$ cat config.mk
export PLATFORM = sky130hd
export DESIGN_NAME = simd_pipe_core
export DESIGN_NICKNAME = d
export VERILOG_FILES = /design/src/rtl/simd_pkg.sv /design/src/rtl/simd_lane.sv /design/src/rtl/simd_pipe_core.sv
export SDC_FILE = /design/constraint.sdc
export NUM_CORES = 1
export LEC_CHECK = 0
export ABC_AREA = 1
export CAP_MARGIN = 20
export CORE_MARGIN = 4
export CORE_UTILIZATION = 60
export CTS_BUF_LIST = sky130_fd_sc_hd__clkbuf_2 sky130_fd_sc_hd__clkbuf_4 sky130_fd_sc_hd__clkbuf_8
export DETAILED_ROUTE_END_ITERATION = 10
export HOLD_SLACK_MARGIN = 0.12
export PLACE_DENSITY = 0.78
export SKIP_LAST_GASP = 1
export SYNTH_ARGS = -nofsm -noshare
export SYNTH_HDL_FRONTEND = slang
export SYNTH_SLANG_ARGS = --single-unit
$ cat constraint.sdc
create_clock -name clk -period 8.8 [get_ports clk]
set_input_delay 1.76 -clock clk [delete_from_list [all_inputs] [get_ports clk]]
set_output_delay 1.76 -clock clk [all_outputs]
set_load 0.01 [all_outputs]
$ cat src/rtl/simd_pkg.sv
// simd_pkg: opcode encoding shared by the SIMD pipeline core and its lanes.
package simd_pkg;

   typedef logic [1:0] simd_op_t;

   localparam simd_op_t OP_ADD = 2'b00;
   localparam simd_op_t OP_SUB = 2'b01;
   localparam simd_op_t OP_MUL = 2'b10;
   localparam simd_op_t OP_MAC = 2'b11;

endpackage

$ cat src/rtl/simd_lane.sv
// simd_lane: one SIMD lane -- ALU, multiply-accumulate register and sticky
// overflow flag. Optional MAC saturation is enabled by SIMD_PIPE_MAC_SAT_EN;
// without it MAC wraps and the overflow flag is a constant 0.
module simd_lane
   import simd_pkg::*;
#(
   parameter int W = 8
) (
   input  logic             clk,
   input  logic             rst,
   input  logic             en_i,
   input  logic             mask_i,
   input  logic             clr_i,
   input  logic [1:0]       op_i,
   input  logic [W-1:0]     a_i,
   input  logic [W-1:0]     b_i,
   output logic [2*W-1:0]   result_o,
   output logic             ovf_o
);

   logic [2*W-1:0] aExt;
   logic [2*W-1:0] bExt;
   logic [2*W-1:0] prod;
   logic [2*W-1:0] base;
   logic [2*W-1:0] macRes;
   logic [2*W-1:0] acc_q;
   logic [2*W-1:0] acc_d;

   assign aExt = {{W{1'b0}}, a_i};
   assign bExt = {{W{1'b0}}, b_i};
   assign prod = aExt * bExt;
   assign base = clr_i ? '0 : acc_q;

`ifdef SIMD_PIPE_MAC_SAT_EN
   logic [2*W:0] macSum;
   logic         ovf_q;
   logic         ovf_d;

   assign macSum = {1'b0, base} + {1'b0, prod};
   assign macRes = macSum[2*W] ? '1 : macSum[2*W-1:0];

   // Sticky overflow: a clearing beat restarts it, a carry out of the MAC sets it
   always_comb begin
      ovf_d = ovf_q;
      if (en_i && mask_i) begin
         if (op_i == OP_MAC) begin
            ovf_d = (clr_i ? 1'b0 : ovf_q) | macSum[2*W];
         end else if (clr_i) begin
            ovf_d = 1'b0;
         end
      end
   end

   // Overflow flag register, zeroed by reset
   always_ff @(posedge clk or posedge rst) begin
      if (rst) begin
         ovf_q <= 1'b0;
      end else begin
         ovf_q <= ovf_d;
      end
   end

   assign ovf_o = ovf_q;
`else
   assign macRes = base + prod;
   assign ovf_o  = 1'b0;
`endif

   // Lane result; a masked lane always reads zero
   always_comb begin
      result_o = '0;
      if (mask_i) begin
         case (op_i)
            OP_ADD:  result_o = aExt + bExt;
            OP_SUB:  result_o = aExt - bExt;
            OP_MUL:  result_o = prod;
            default: result_o = macRes;
         endcase
      end
   end

   // Accumulator moves only when a valid unmasked beat leaves S1
   always_comb begin
      acc_d = acc_q;
      if (en_i && mask_i) begin
         if (op_i == OP_MAC) begin
            acc_d = macRes;
         end else if (clr_i) begin
            acc_d = '0;
         end
      end
   end

   // Accumulator register, zeroed by reset
   always_ff @(posedge clk or posedge rst) begin
      if (rst) begin
         acc_q <= '0;
      end else begin
         acc_q <= acc_d;
      end
   end

endmodule

$ cat src/rtl/simd_pipe_core.sv
// simd_pipe_core: two-stage SIMD pipeline with valid/ready handshake, lane
// mask and per-lane MAC accumulators. Define SIMD_PIPE_MAC_SAT_EN to make MAC
// saturate and drive the sticky out_ovf flags; otherwise out_ovf is 0.
module simd_pipe_core
   import simd_pkg::*;
#(
   parameter int LANES = 4,
   parameter int W     = 8
) (
   input  logic                   clk,
   input  logic                   rst,
   input  logic                   in_valid,
   output logic                   in_ready,
   input  logic [1:0]             in_op,
   input  logic                   in_acc_clr,
   input  logic [LANES-1:0]       in_mask,
   input  logic [LANES*W-1:0]     in_a,
   input  logic [LANES*W-1:0]     in_b,
   output logic                   out_valid,
   input  logic                   out_ready,
   output logic [LANES*2*W-1:0]   out_data,
   output logic [LANES-1:0]       out_ovf
);

   logic                   adv;
   logic                   s1Valid_q;
   logic [1:0]             s1Op_q;
   logic                   s1Clr_q;
   logic [LANES-1:0]       s1Mask_q;
   logic [LANES*W-1:0]     s1A_q;
   logic [LANES*W-1:0]     s1B_q;
   logic                   outValid_q;
   logic [LANES*2*W-1:0]   outData_q;
   logic [LANES*2*W-1:0]   laneRes;
   logic                   laneEn;

   // The whole pipe moves together unless a result is waiting on downstream
   assign adv       = !outValid_q || out_ready;
   assign in_ready  = adv;
   assign laneEn    = adv && s1Valid_q;
   assign out_valid = outValid_q;
   assign out_data  = outData_q;

   // S1: capture the accepted beat; a missing beat becomes a bubble
   always_ff @(posedge clk or posedge rst) begin
      if (rst) begin
         s1Valid_q <= 1'b0;
         s1Op_q    <= OP_ADD;
         s1Clr_q   <= 1'b0;
         s1Mask_q  <= '0;
         s1A_q     <= '0;
         s1B_q     <= '0;
      end else if (adv) begin
         s1Valid_q <= in_valid;
         if (in_valid) begin
            s1Op_q   <= in_op;
            s1Clr_q  <= in_acc_clr;
            s1Mask_q <= in_mask;
            s1A_q    <= in_a;
            s1B_q    <= in_b;
         end
      end
   end

   generate
      for (genvar i = 0; i < LANES; i++) begin : gLane
         simd_lane #(
            .W (W)
         ) uLane (
            .clk      (clk),
            .rst      (rst),
            .en_i     (laneEn),
            .mask_i   (s1Mask_q[i]),
            .clr_i    (s1Clr_q),
            .op_i     (s1Op_q),
            .a_i      (s1A_q[i*W +: W]),
            .b_i      (s1B_q[i*W +: W]),
            .result_o (laneRes[i*2*W +: 2*W]),
            .ovf_o    (out_ovf[i])
         );
      end
   endgenerate

   // S2: register lane results; data is held across bubbles and stalls
   always_ff @(posedge clk or posedge rst) begin
      if (rst) begin
         outValid_q <= 1'b0;
         outData_q  <= '0;
      end else if (adv) begin
         outValid_q <= s1Valid_q;
         if (s1Valid_q) begin
            outData_q <= laneRes;
         end
      end
   end

endmodule

==> qor.yml <==
status: "finished, violations left"
violations: "design-rule violations"
setup_viol: 0
slew_headroom_pct: 25.6
rr_endpoint: "out_data[12]"
core_area_um2: 39700
seq_area_um2: 5030
die-area_um2: 43500
cp.depth: 23
slowest_delay_ns: 0.69
startpoint_type: "flop"
drtIter0Drc: 1658
top_layer: "met4"
yosysTopAreaCellShare_pct: 20.8
fin_ws_ns: 2.93
final.min_clock_period_ns: 5.87
remaining_drc_errors: 1
root_buffer: "clkbuf_8"
comb_cells: 2336
yosysUniqueCellTypes: 54
ys_ff: 201
m1WireLength_mm: 29.7
largest_class: "multi-input combinational cells"
min_from: "out_data[43]"
synthAoiAreaFrac_pct: 12.7
wl_met2_mm: 30.8
simple_gate_area_share_pct: 22.3
max-clock-path-buffers: 3
most_common_cell: "nand2_1"
dr_total_vias: 22300
buffer_area_share_pct: 5.72
cts_tree: "done"
required_ns: 9.27
syn_inst: 3416
yosys_most_used_dff: "dfrtp_1"
hold_depth: 2
cts.clk_slew.worst_paths_ns: 0.06
grt.total_usage_pct: 31.1
cts_resized: 0
synthTopCellsByCount: "794 x nand2_1, 733 x inv_1, 268 x ha_1"
final_cell_mix: "792 x nand2_1, 730 x inv_1, 268 x ha_1, 253 x a21oi_1, 205 x nor2_1"
clk_latency_ns: 0.60
io-pin-count: 145
crit_start: "s1A_q[1]"
placementRows: 73
hold_slack_ns: 0.480
via_per_inst: 5.53
dp_hpwl_mm: 51.0
gr-usage-met3_pct: 4.04
logic_area_um2: 15700
grt_pass1_wl_mm: 113
portBuffers: 140
wl_per_cell_um: 16.6
syn_to_final_growth_pct: 10.5
postCtsSetupBuffers: 0
drv_slew: 0
worstPathArrival_ns: 6.34
ys_warn_count: 0
warning_count: 59
antenna_found_initial: 0
enable_flop_cells: 0
htreeDepth: 2
ys_top_logic_family: "adder cells"
post-route-period-util_pct: 66.7
synthArstFlopShare_pct: 100
holdBufCountCts: 0
ys_chip_area_um2: 24100
wl_mm: 66.9
crit_path_end_kind: "flop"
well_tap_count: 525
fp_util_pct: 60.7
syn_area_um2: 24100
rsz0062_at_grt: "false"
crit_end: "out_data[12]"
chipWidth_um: 209
per-stage QoR:
step                cell area (µm²)  std cells  utilization, %
floorplan                     24100       3419               -
global placement              25700       3954            64.6
detailed placement            25700       3954            64.6
CTS                           26600       4026            66.9
global route                  26700       4028            67.1
finish                        26700       4028            67.1
sequential cells by signal, summed over array words and instances, names as in the netlist:
name / cells
s1Clr_q: 1
s1Op_q: 2
out_data: 64
s1B_q: 32
s1A_q: 32
s1Valid_q: 1
out_valid: 1
gLane.uLane.acc_q: 64
s1Mask_q: 4
==> images/final_clocks.png <==
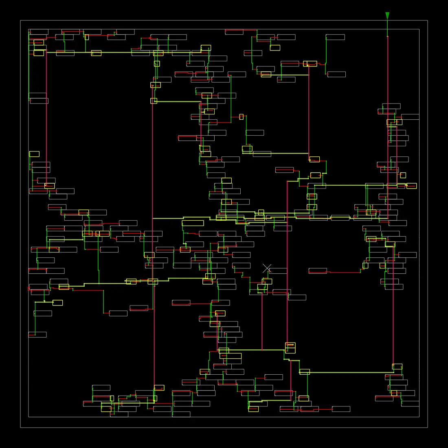
clock skew: 0.0282 ns
cts bufs inserted: 40
Seq Cell Count: 201
number of clock buffers in the layout: 63

==> images/cell_classes.png <==
Drawn at 2 px/µm.
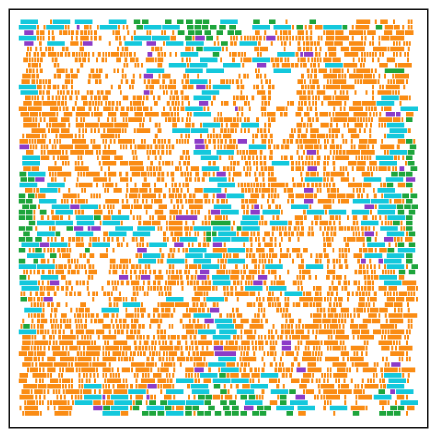
orange -> all other logic  # cells 3,079
green -> other buffers and delay cells  # cells 151
cyan -> flops  # cells 201
purple -> clock drivers and dummy loads  # cells 72

==> images/wire_density.png <==
Drawn at 2 px/µm. The die is cut into 21 by 21 equal tiles; dark purple is low, yellow is high, scaled to the fullest tile. Values are wire area over tile area, all layers added.
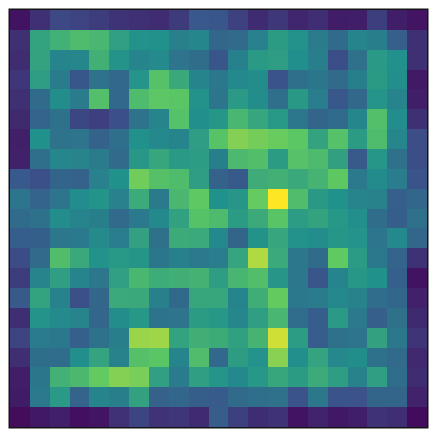
mean over tiles = 0.25
tiles over half the peak = 37%
fullest tile = 0.58
densest ninth of the die = middle

==> images/drive_strength.png <==
Drawn at 1.5 px/µm.
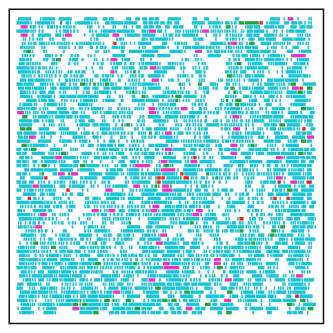
red -> drive 3 to 4  # cells 19, most used buf_4
magenta -> drive 6 and up  # cells 63, most used clkbuf_8
green -> drive 2  # cells 94, most used mux2_2
cyan -> drive 1 or less  # cells 3,327, most used nand2_1

